Run 1, signal wires on met2:
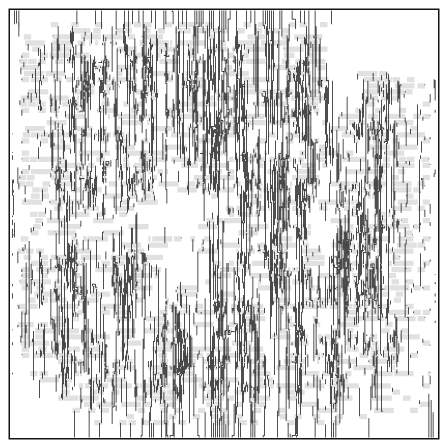
Run 1, cell sizes after repair:
Scale bar: 50 um.
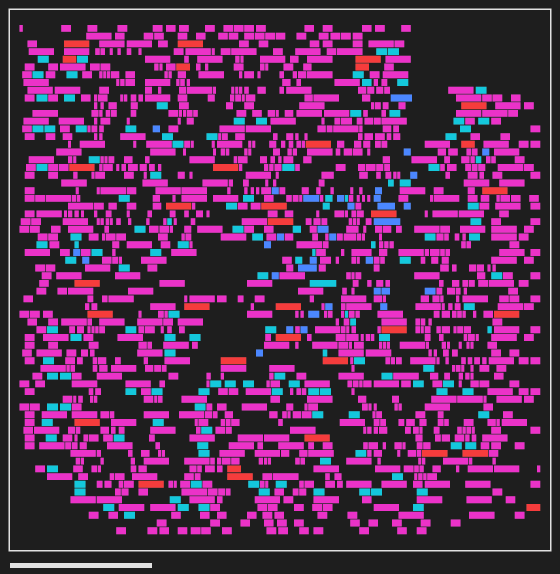
Run 1, clock nets:
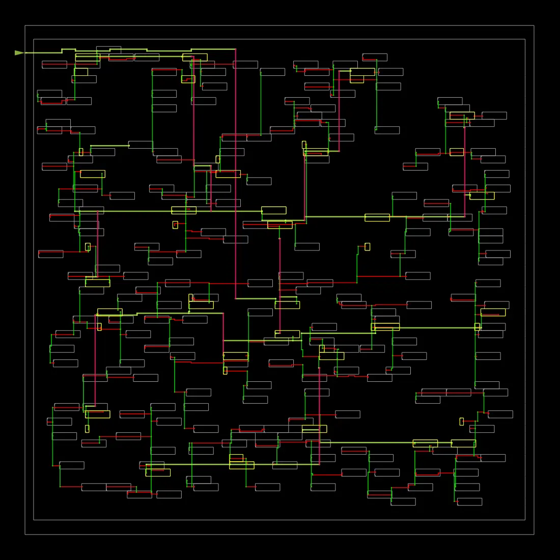
Run 1, wiring by layer:
Only two layers are drawn.
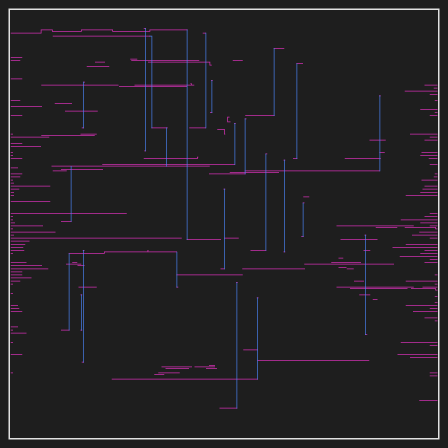
==> config.mk <==
export PLATFORM = sky130hd
export DESIGN_NAME = lsu_bus_splitter_flat
export DESIGN_NICKNAME = d
export VERILOG_FILES = /design/src/rtl/lsu_bus_splitter_pkg.sv /design/src/rtl/lsu_bus_splitter_if.sv /design/src/rtl/lsu_bus_splitter_lane_align.sv /design/src/rtl/lsu_bus_splitter.sv /design/src/flat_wrapper.sv
export SDC_FILE = /design/constraint.sdc
export NUM_CORES = 1
export LEC_CHECK = 0
export CAP_MARGIN = 5
export CORE_MARGIN = 3
export CORE_UTILIZATION = 35
export CTS_CLUSTER_SIZE = 20
export DETAILED_ROUTE_END_ITERATION = 16
export PLACE_DENSITY_LB_ADDON = 0.08
export SLEW_MARGIN = 20
export SYNTH_ARGS = -nofsm -noshare
export SYNTH_HDL_FRONTEND = slang
export SYNTH_SLANG_ARGS = --single-unit
export TNS_END_PERCENT = 10
==> constraint.sdc <==
create_clock -name clk -period 5.55 [get_ports clk]
set_input_delay 0.555 -clock clk [delete_from_list [all_inputs] [get_ports clk]]
set_output_delay 0.555 -clock clk [all_outputs]
set_load 0.1 [all_outputs]
==> src/rtl/lsu_bus_splitter_pkg.sv <==
// Shared types for the load/store bus splitter: memory op encodings, FSM states,
// latched request payload and the access-size helper.
package lsu_bus_splitter_pkg;

   localparam int unsigned WORD_W = 32;
   localparam int unsigned SIZE_W = 3;

   typedef enum logic [2:0] {
      RD_NONE   = 3'd0,
      RD_BYTE   = 3'd1,
      RD_HALF   = 3'd2,
      RD_WORD   = 3'd3,
      RD_BYTE_U = 3'd4,
      RD_HALF_U = 3'd5
   } mem_read_t;

   typedef enum logic [1:0] {
      WR_NONE = 2'd0,
      WR_BYTE = 2'd1,
      WR_HALF = 2'd2,
      WR_WORD = 2'd3
   } mem_write_t;

   typedef enum logic [2:0] {IDLE, REQ0, WAIT0, REQ1, WAIT1, DONE} lsu_state_t;

   typedef struct packed {
      mem_read_t           rd;
      mem_write_t          wr;
      logic [WORD_W-1:0]   wdata;
   } req_op_t;

   // Bytes touched by the access; a read encoding takes precedence over a write.
   function automatic logic [SIZE_W-1:0] access_size(input mem_read_t rd, input mem_write_t wr);
      logic [SIZE_W-1:0] sz;
      sz = 3'd0;
      case (rd)
         RD_BYTE, RD_BYTE_U: sz = 3'd1;
         RD_HALF, RD_HALF_U: sz = 3'd2;
         RD_WORD:            sz = 3'd4;
         default: begin
            case (wr)
               WR_BYTE: sz = 3'd1;
               WR_HALF: sz = 3'd2;
               WR_WORD: sz = 3'd4;
               default: sz = 3'd0;
            endcase
         end
      endcase
      return sz;
   endfunction

endpackage

==> src/rtl/lsu_bus_splitter_if.sv <==
// Request/response and data-bus signals of the load/store splitter.
interface lsu_bus_splitter_if #(
   parameter int unsigned BUS_BYTES = 4,
   parameter int unsigned ADDR_W    = 32
);
   import lsu_bus_splitter_pkg::*;

   logic                     req_valid;
   logic                     req_ready;
   logic [ADDR_W-1:0]        req_addr;
   logic [WORD_W-1:0]        req_wdata;
   logic [2:0]               req_read;
   logic [1:0]               req_write;
   logic                     rsp_valid;
   logic [WORD_W-1:0]        rsp_rdata;
   logic                     rsp_fault;
   logic                     bus_valid;
   logic                     bus_ready;
   logic [ADDR_W-1:0]        bus_addr;
   logic                     bus_we;
   logic [BUS_BYTES-1:0]     bus_wstrb;
   logic [8*BUS_BYTES-1:0]   bus_wdata;
   logic                     bus_rvalid;
   logic [8*BUS_BYTES-1:0]   bus_rdata;

   modport slave (
      input  req_valid, req_addr, req_wdata, req_read, req_write,
             bus_ready, bus_rvalid, bus_rdata,
      output req_ready, rsp_valid, rsp_rdata, rsp_fault,
             bus_valid, bus_addr, bus_we, bus_wstrb, bus_wdata
   );

   modport master (
      output req_valid, req_addr, req_wdata, req_read, req_write,
             bus_ready, bus_rvalid, bus_rdata,
      input  req_ready, rsp_valid, rsp_rdata, rsp_fault,
             bus_valid, bus_addr, bus_we, bus_wstrb, bus_wdata
   );

endinterface

==> src/rtl/lsu_bus_splitter_lane_align.sv <==
// Combinational lane steering: strobe/store-data shift across two beats, and
// little-endian merge plus sign/zero extension of load data.
module lsu_bus_splitter_lane_align
   import lsu_bus_splitter_pkg::*;
#(
   parameter  int unsigned BUS_BYTES = 4,
   localparam int unsigned OFF_W     = $clog2(BUS_BYTES),
   localparam int unsigned BUS_W     = 8 * BUS_BYTES
) (
   input  logic [OFF_W-1:0]      offset,
   input  logic [SIZE_W-1:0]     size,
   input  logic [WORD_W-1:0]     wdata,
   input  mem_read_t             rd,
   input  logic [BUS_W-1:0]      beat0,
   input  logic [BUS_W-1:0]      beat1,
   output logic                  split_c,
   output logic [BUS_BYTES-1:0]  strb0_c,
   output logic [BUS_BYTES-1:0]  strb1_c,
   output logic [BUS_W-1:0]      wdata0_c,
   output logic [BUS_W-1:0]      wdata1_c,
   output logic [WORD_W-1:0]     rdata_c
);
   localparam int unsigned STRB_W = 2 * BUS_BYTES;
   localparam int unsigned WIDE_W = 2 * BUS_W;

   logic [STRB_W-1:0] strb_wide;
   logic [WIDE_W-1:0] wdata_wide;
   logic [WORD_W-1:0] merged;

   always_comb begin
      split_c    = (5'(offset) + 5'(size)) > 5'(BUS_BYTES);
      strb_wide  = STRB_W'((32'd1 << size) - 32'd1) << offset;
      wdata_wide = WIDE_W'(wdata) << {offset, 3'b000};
      merged     = WORD_W'({beat1, beat0} >> {offset, 3'b000});
      strb0_c    = strb_wide[BUS_BYTES-1:0];
      strb1_c    = strb_wide[STRB_W-1:BUS_BYTES];
      wdata0_c   = wdata_wide[BUS_W-1:0];
      wdata1_c   = wdata_wide[WIDE_W-1:BUS_W];
      case (rd)
         RD_BYTE:   rdata_c = {{24{merged[7]}}, merged[7:0]};
         RD_HALF:   rdata_c = {{16{merged[15]}}, merged[15:0]};
         RD_BYTE_U: rdata_c = {24'd0, merged[7:0]};
         RD_HALF_U: rdata_c = {16'd0, merged[15:0]};
         default:   rdata_c = merged;
      endcase
   end

endmodule

==> src/rtl/lsu_bus_splitter.sv <==
// Load/store unit front end: latches one request, issues one or two bus beats,
// and returns merged/extended load data with a single-cycle completion pulse.
module lsu_bus_splitter
   import lsu_bus_splitter_pkg::*;
#(
   parameter int unsigned BUS_BYTES        = 4,
   parameter int unsigned ADDR_W           = 32,
   parameter bit          ALLOW_MISALIGNED = 1'b1
) (
   input logic               clk,
   input logic               rst_n,
   lsu_bus_splitter_if.slave bif
);
   localparam int unsigned OFF_W = $clog2(BUS_BYTES);
   localparam int unsigned BUS_W = 8 * BUS_BYTES;

   lsu_state_t           state, state_n;
   logic [ADDR_W-1:0]    addr_q;
   req_op_t              op_q;
   logic [BUS_W-1:0]     beat0_q;

   logic [ADDR_W-1:0]    cur_addr, base_addr, beat1_addr;
   req_op_t              cur_op;
   logic [SIZE_W-1:0]    cur_size;
   logic                 cur_rd, cur_wr, misaligned, cur_fault;
   logic [BUS_W-1:0]     merge_b0;
   logic                 split_c;
   logic [BUS_BYTES-1:0] strb0_c, strb1_c;
   logic [BUS_W-1:0]     wdata0_c, wdata1_c;
   logic [WORD_W-1:0]    rdata_c;

   // Live request while idle (decided on the accept edge), latched copy afterwards
   always_comb begin
      cur_addr = addr_q;
      cur_op   = op_q;
      if (state == IDLE) begin
         cur_addr     = bif.req_addr;
         cur_op.rd    = mem_read_t'(bif.req_read);
         cur_op.wr    = mem_write_t'(bif.req_write);
         cur_op.wdata = bif.req_wdata;
      end
      cur_size   = access_size(cur_op.rd, cur_op.wr);
      cur_rd     = access_size(cur_op.rd, WR_NONE) != 3'd0;
      cur_wr     = cur_op.wr != WR_NONE;
      misaligned = (cur_size != 3'd0) && ((cur_addr[1:0] & 2'(cur_size - 3'd1)) != 2'b00);
      cur_fault  = (cur_rd && cur_wr) || (!ALLOW_MISALIGNED && misaligned);
      base_addr  = cur_addr & ~ADDR_W'(BUS_BYTES - 1);
      beat1_addr = base_addr + ADDR_W'(BUS_BYTES);
      merge_b0   = (state == WAIT0) ? bif.bus_rdata : beat0_q;
   end

   lsu_bus_splitter_lane_align #(.BUS_BYTES(BUS_BYTES)) u_align (
      .offset   (cur_addr[OFF_W-1:0]),
      .size     (cur_size),
      .wdata    (cur_op.wdata),
      .rd       (cur_op.rd),
      .beat0    (merge_b0),
      .beat1    (bif.bus_rdata),
      .split_c  (split_c),
      .strb0_c  (strb0_c),
      .strb1_c  (strb1_c),
      .wdata0_c (wdata0_c),
      .wdata1_c (wdata1_c),
      .rdata_c  (rdata_c)
   );

   always_ff @(posedge clk or negedge rst_n) begin
      if (!rst_n) state <= IDLE;
      else        state <= state_n;
   end

   always_comb begin
      state_n = state;
      case (state)
         IDLE:  if (bif.req_valid)
                   state_n = (cur_fault || (!cur_rd && !cur_wr)) ? DONE : REQ0;
         REQ0:  if (bif.bus_ready)
                   state_n = cur_wr ? (split_c ? REQ1 : DONE) : WAIT0;
         WAIT0: if (bif.bus_rvalid)
                   state_n = split_c ? REQ1 : DONE;
         REQ1:  if (bif.bus_ready)
                   state_n = cur_wr ? DONE : WAIT1;
         WAIT1: if (bif.bus_rvalid)
                   state_n = DONE;
         DONE:  state_n = IDLE;
         default: state_n = IDLE;
      endcase
   end

   // Request latch and first-beat read capture
   always_ff @(posedge clk or negedge rst_n) begin
      if (!rst_n) begin
         addr_q  <= '0;
         op_q    <= '{rd: RD_NONE, wr: WR_NONE, wdata: '0};
         beat0_q <= '0;
      end else begin
         if (state == IDLE && bif.req_valid) begin
            addr_q <= cur_addr;
            op_q   <= cur_op;
         end
         if (state == WAIT0 && bif.bus_rvalid) beat0_q <= bif.bus_rdata;
      end
   end

   // Outputs registered from the next state so they line up with the state register
   always_ff @(posedge clk or negedge rst_n) begin
      if (!rst_n) begin
         bif.req_ready <= 1'b1;
         bif.rsp_valid <= 1'b0;
         bif.rsp_rdata <= '0;
         bif.rsp_fault <= 1'b0;
         bif.bus_valid <= 1'b0;
         bif.bus_addr  <= '0;
         bif.bus_we    <= 1'b0;
         bif.bus_wstrb <= '0;
         bif.bus_wdata <= '0;
      end else begin
         bif.req_ready <= (state_n == IDLE);
         bif.rsp_valid <= (state_n == DONE);
         bif.rsp_fault <= (state_n == DONE) && (state == IDLE) && cur_fault;
         if (state_n == DONE)
            bif.rsp_rdata <= (state == WAIT0 || state == WAIT1) ? rdata_c : '0;
         bif.bus_valid <= (state_n == REQ0) || (state_n == REQ1);
         bif.bus_we    <= ((state_n == REQ0) || (state_n == REQ1)) && cur_wr;
         if (state_n == REQ1) begin
            bif.bus_addr  <= beat1_addr;
            bif.bus_wstrb <= strb1_c;
            bif.bus_wdata <= cur_wr ? wdata1_c : '0;
         end else if (state_n == REQ0) begin
            bif.bus_addr  <= base_addr;
            bif.bus_wstrb <= strb0_c;
            bif.bus_wdata <= cur_wr ? wdata0_c : '0;
         end else begin
            bif.bus_addr  <= '0;
            bif.bus_wstrb <= '0;
            bif.bus_wdata <= '0;
         end
      end
   end

endmodule

==> src/flat_wrapper.sv <==
// flat-port wrapper written by rule: the top's interface ports become plain ports
module lsu_bus_splitter_flat import lsu_bus_splitter_pkg::*;
#(
   parameter int unsigned BUS_BYTES        = 4,
   parameter int unsigned ADDR_W           = 32,
   parameter bit          ALLOW_MISALIGNED = 1'b1
)
  (clk, rst_n, bif_req_valid, bif_req_addr, bif_req_wdata, bif_req_read, bif_req_write, bif_bus_ready, bif_bus_rvalid, bif_bus_rdata, bif_req_ready, bif_rsp_valid, bif_rsp_rdata, bif_rsp_fault, bif_bus_valid, bif_bus_addr, bif_bus_we, bif_bus_wstrb, bif_bus_wdata);
  lsu_bus_splitter_if #(.BUS_BYTES(BUS_BYTES), .ADDR_W(ADDR_W)) bif_i ();
  input logic clk;
  input logic rst_n;
  input wire logic [$bits(bif_i.req_valid)-1:0] bif_req_valid;
  input wire logic [$bits(bif_i.req_addr)-1:0] bif_req_addr;
  input wire logic [$bits(bif_i.req_wdata)-1:0] bif_req_wdata;
  input wire logic [$bits(bif_i.req_read)-1:0] bif_req_read;
  input wire logic [$bits(bif_i.req_write)-1:0] bif_req_write;
  input wire logic [$bits(bif_i.bus_ready)-1:0] bif_bus_ready;
  input wire logic [$bits(bif_i.bus_rvalid)-1:0] bif_bus_rvalid;
  input wire logic [$bits(bif_i.bus_rdata)-1:0] bif_bus_rdata;
  output wire logic [$bits(bif_i.req_ready)-1:0] bif_req_ready;
  output wire logic [$bits(bif_i.rsp_valid)-1:0] bif_rsp_valid;
  output wire logic [$bits(bif_i.rsp_rdata)-1:0] bif_rsp_rdata;
  output wire logic [$bits(bif_i.rsp_fault)-1:0] bif_rsp_fault;
  output wire logic [$bits(bif_i.bus_valid)-1:0] bif_bus_valid;
  output wire logic [$bits(bif_i.bus_addr)-1:0] bif_bus_addr;
  output wire logic [$bits(bif_i.bus_we)-1:0] bif_bus_we;
  output wire logic [$bits(bif_i.bus_wstrb)-1:0] bif_bus_wstrb;
  output wire logic [$bits(bif_i.bus_wdata)-1:0] bif_bus_wdata;
  assign bif_i.req_valid = bif_req_valid;
  assign bif_i.req_addr = bif_req_addr;
  assign bif_i.req_wdata = bif_req_wdata;
  assign bif_i.req_read = bif_req_read;
  assign bif_i.req_write = bif_req_write;
  assign bif_i.bus_ready = bif_bus_ready;
  assign bif_i.bus_rvalid = bif_bus_rvalid;
  assign bif_i.bus_rdata = bif_bus_rdata;
  assign bif_req_ready = bif_i.req_ready;
  assign bif_rsp_valid = bif_i.rsp_valid;
  assign bif_rsp_rdata = bif_i.rsp_rdata;
  assign bif_rsp_fault = bif_i.rsp_fault;
  assign bif_bus_valid = bif_i.bus_valid;
  assign bif_bus_addr = bif_i.bus_addr;
  assign bif_bus_we = bif_i.bus_we;
  assign bif_bus_wstrb = bif_i.bus_wstrb;
  assign bif_bus_wdata = bif_i.bus_wdata;
  lsu_bus_splitter #(.BUS_BYTES(BUS_BYTES), .ADDR_W(ADDR_W), .ALLOW_MISALIGNED(ALLOW_MISALIGNED)) u_core (.clk(clk), .rst_n(rst_n), .bif(bif_i));
endmodule
==> impl_metrics.tcl, run 1 <==
# yosys + openroad results
set metrics [dict create \
    status "completed" \
    adder_share_pct 0.591 \
    tritoncts "done" \
    slowest_delay_ns 0.70 \
    met2_usage_pct 33.2 \
    seq_area_frac_synth_pct 43.7 \
    diodes 0 \
    largest_reg_flops 37 \
    grtUsageMet1_pct 29.0 \
    ys_types 77 \
    common_cells "206 x dfrtp_1, 146 x nand2_1, 118 x mux2_2" \
    setup_viol 0 \
    clkCellAreaFrac_pct 5.32 \
    start_kind "flip-flop" \
    final_common_cell "clkdlybuf4s50_1" \
    clock_path_buffers 3 \
    synthFlopType "dfrtp_1" \
    area_delta_synth_final_pct 27.3 \
    finalNonFillerCells 1824 \
    cts_max_level 1 \
    path_clk_slew_ns 0.06 \
    fin_crit_sh_pct 86.2 \
    reg2reg_from "u_core.state[2]$_DFF_PN0_" \
    antenna_found_initial 0 \
    grt_first_pass_wirelength_um 59200 \
    yosysChipArea_sq_um 11900 \
    worst_slew_pin_slew_ns 1.10 \
    seq_area_share_pct 34.3 \
    die_area_sq_um 36100 \
    yosysWarnings 0 \
    synthArstFlopShare_pct 100 \
    dpl_worst_slack_ns 0.552 \
    tap_cells 442 \
    regToRegEndpoint "u_core.bif.bus_wdata[0]$_DFF_PN0_" \
    highest_layer "met4" \
    path_cells "or3_2 > a211oi_1 > o21a_1 > inv_1 > fa_1 > nor2b_1 > o21ai_0 > or3_1 > a21o_1 > buf_4 > nand2_2 > inv_2 > or4_4 > o22ai_1" \
    wl_per_cell_um 20.7 \
    grt.busiest_layer "met2" \
    grt_max_degree 110 \
    crit_path_start "u_core.state[2]$_DFF_PN0_" \
    crit_end "u_core.bif.bus_wdata[0]$_DFF_PN0_" \
    fin_worst_skew_ns 0.0196 \
    post_cts_buffers 0 \
    final_util_pct 45.8 \
    cp_top_family "simple AND/OR/NAND/NOR gates" \
    dp_hpwl_um 25800 \
    end_kind "flip-flop" \
    yosys_cells 1189 \
    met2_length_um 17200 \
    logic_area_sq_um 6240 \
    warnings 28 \
    path_class "flip-flop to flip-flop" \
    hp-class "primary input to asynchronous set/reset pin" \
    area_leaders "dfrtp_1 43%, mux2_2 11%, mux2i_1 9.1%" \
    top_area_share_pct 43.5 \
    die_x_um 190 \
    yosys.area.top_type "dfrtp_1" \
    finalInstanceArea_sq_um 15100 \
    synth_area_per_cell_sq_um 9.97 \
    die_h_um 190 \
    crit_buf_inv 3 \
    dr.first_iter.drc_count 589 \
]
Back to the opening pictures, 'signal wires on met2':
- wire length on this layer: 17200 um
- main direction: vertical
- nets with wire on the layer: 1249

Back to the opening pictures, 'cell sizes after repair':
- cyan: _2 cells (cells 136; share 9.8%)
- red: _6 and larger (cells 33; share 2.4%)
- magenta: _0 and _1 cells (cells 1180; share 85%)
- blue: _3 and _4 cells (cells 33; share 2.4%)

Back to the opening pictures, 'clock nets':
flop count: 207
Clock Latency Late Sink: 0.54 ns
clock sinks: 207

Back to the opening pictures, 'wiring by layer':
- magenta: metal 3 (wire length 2040 um)
- blue: metal 4 (wire length 841 um)

==> run 2, diff against run 1 <==
--- a/config.mk
+++ b/config.mk
@@ -15,4 +15,4 @@
 export SYNTH_ARGS = -nofsm -noshare
 export SYNTH_HDL_FRONTEND = slang
 export SYNTH_SLANG_ARGS = --single-unit
-export TNS_END_PERCENT = 10
+export TNS_END_PERCENT = 1
Run 2, M4 wires:
Scale bar: 50 um.
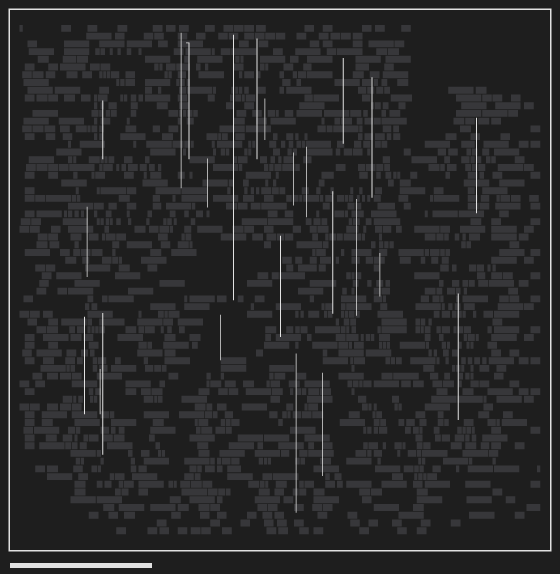
- wire length on this layer: 841 um
- main direction: vertical
- share of all routed wire: 2.2%
Via Count: 9880
final wirelength: 37700 um

Run 2, cell sizes after repair:
Scale bar: 50 um.
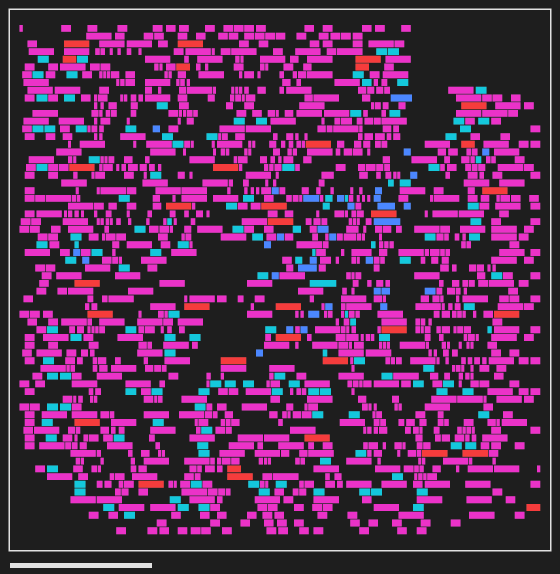
- cyan: _2 cells (cells 136; share 9.8%)
- red: _6 and larger (cells 33; share 2.4%)
- magenta: _0 and _1 cells (cells 1180; share 85%)
- blue: _3 and _4 cells (cells 33; share 2.4%)

==> impl_metrics.tcl, run 2 <==
# yosys + openroad results
set metrics [dict create \
    seq_area_frac_synth_pct 43.7 \
    crit_end "u_core.bif.bus_wdata[0]$_DFF_PN0_" \
    dpl_worst_slack_ns 0.552 \
    end_kind "flip-flop" \
    yosys.area.top_type "dfrtp_1" \
    largest_reg_flops 37 \
    seq_area_share_pct 34.3 \
    diodes 0 \
    worst_slew_pin_slew_ns 1.10 \
    antenna_found_initial 0 \
    warnings 28 \
    met2_usage_pct 33.2 \
    crit_buf_inv 3 \
    ys_types 77 \
    logic_area_sq_um 6240 \
    grt_first_pass_wirelength_um 59200 \
    die_x_um 190 \
    yosysChipArea_sq_um 11900 \
    highest_layer "met4" \
    final_common_cell "clkdlybuf4s50_1" \
    dp_hpwl_um 25800 \
    finalNonFillerCells 1824 \
    fin_worst_skew_ns 0.0196 \
    die_h_um 190 \
    regToRegEndpoint "u_core.bif.bus_wdata[0]$_DFF_PN0_" \
    hp-class "primary input to asynchronous set/reset pin" \
    synthArstFlopShare_pct 100 \
    tritoncts "done" \
    path_cells "or3_2 > a211oi_1 > o21a_1 > inv_1 > fa_1 > nor2b_1 > o21ai_0 > or3_1 > a21o_1 > buf_4 > nand2_2 > inv_2 > or4_4 > o22ai_1" \
    status "completed" \
    yosys_cells 1189 \
    crit_path_start "u_core.state[2]$_DFF_PN0_" \
    grt_max_degree 110 \
    final_util_pct 45.8 \
    setup_viol 0 \
    start_kind "flip-flop" \
    cts_max_level 1 \
    finalInstanceArea_sq_um 15100 \
    clkCellAreaFrac_pct 5.32 \
    met2_length_um 17200 \
    synthFlopType "dfrtp_1" \
    tap_cells 442 \
    die_area_sq_um 36100 \
    area_delta_synth_final_pct 27.3 \
    clock_path_buffers 3 \
]
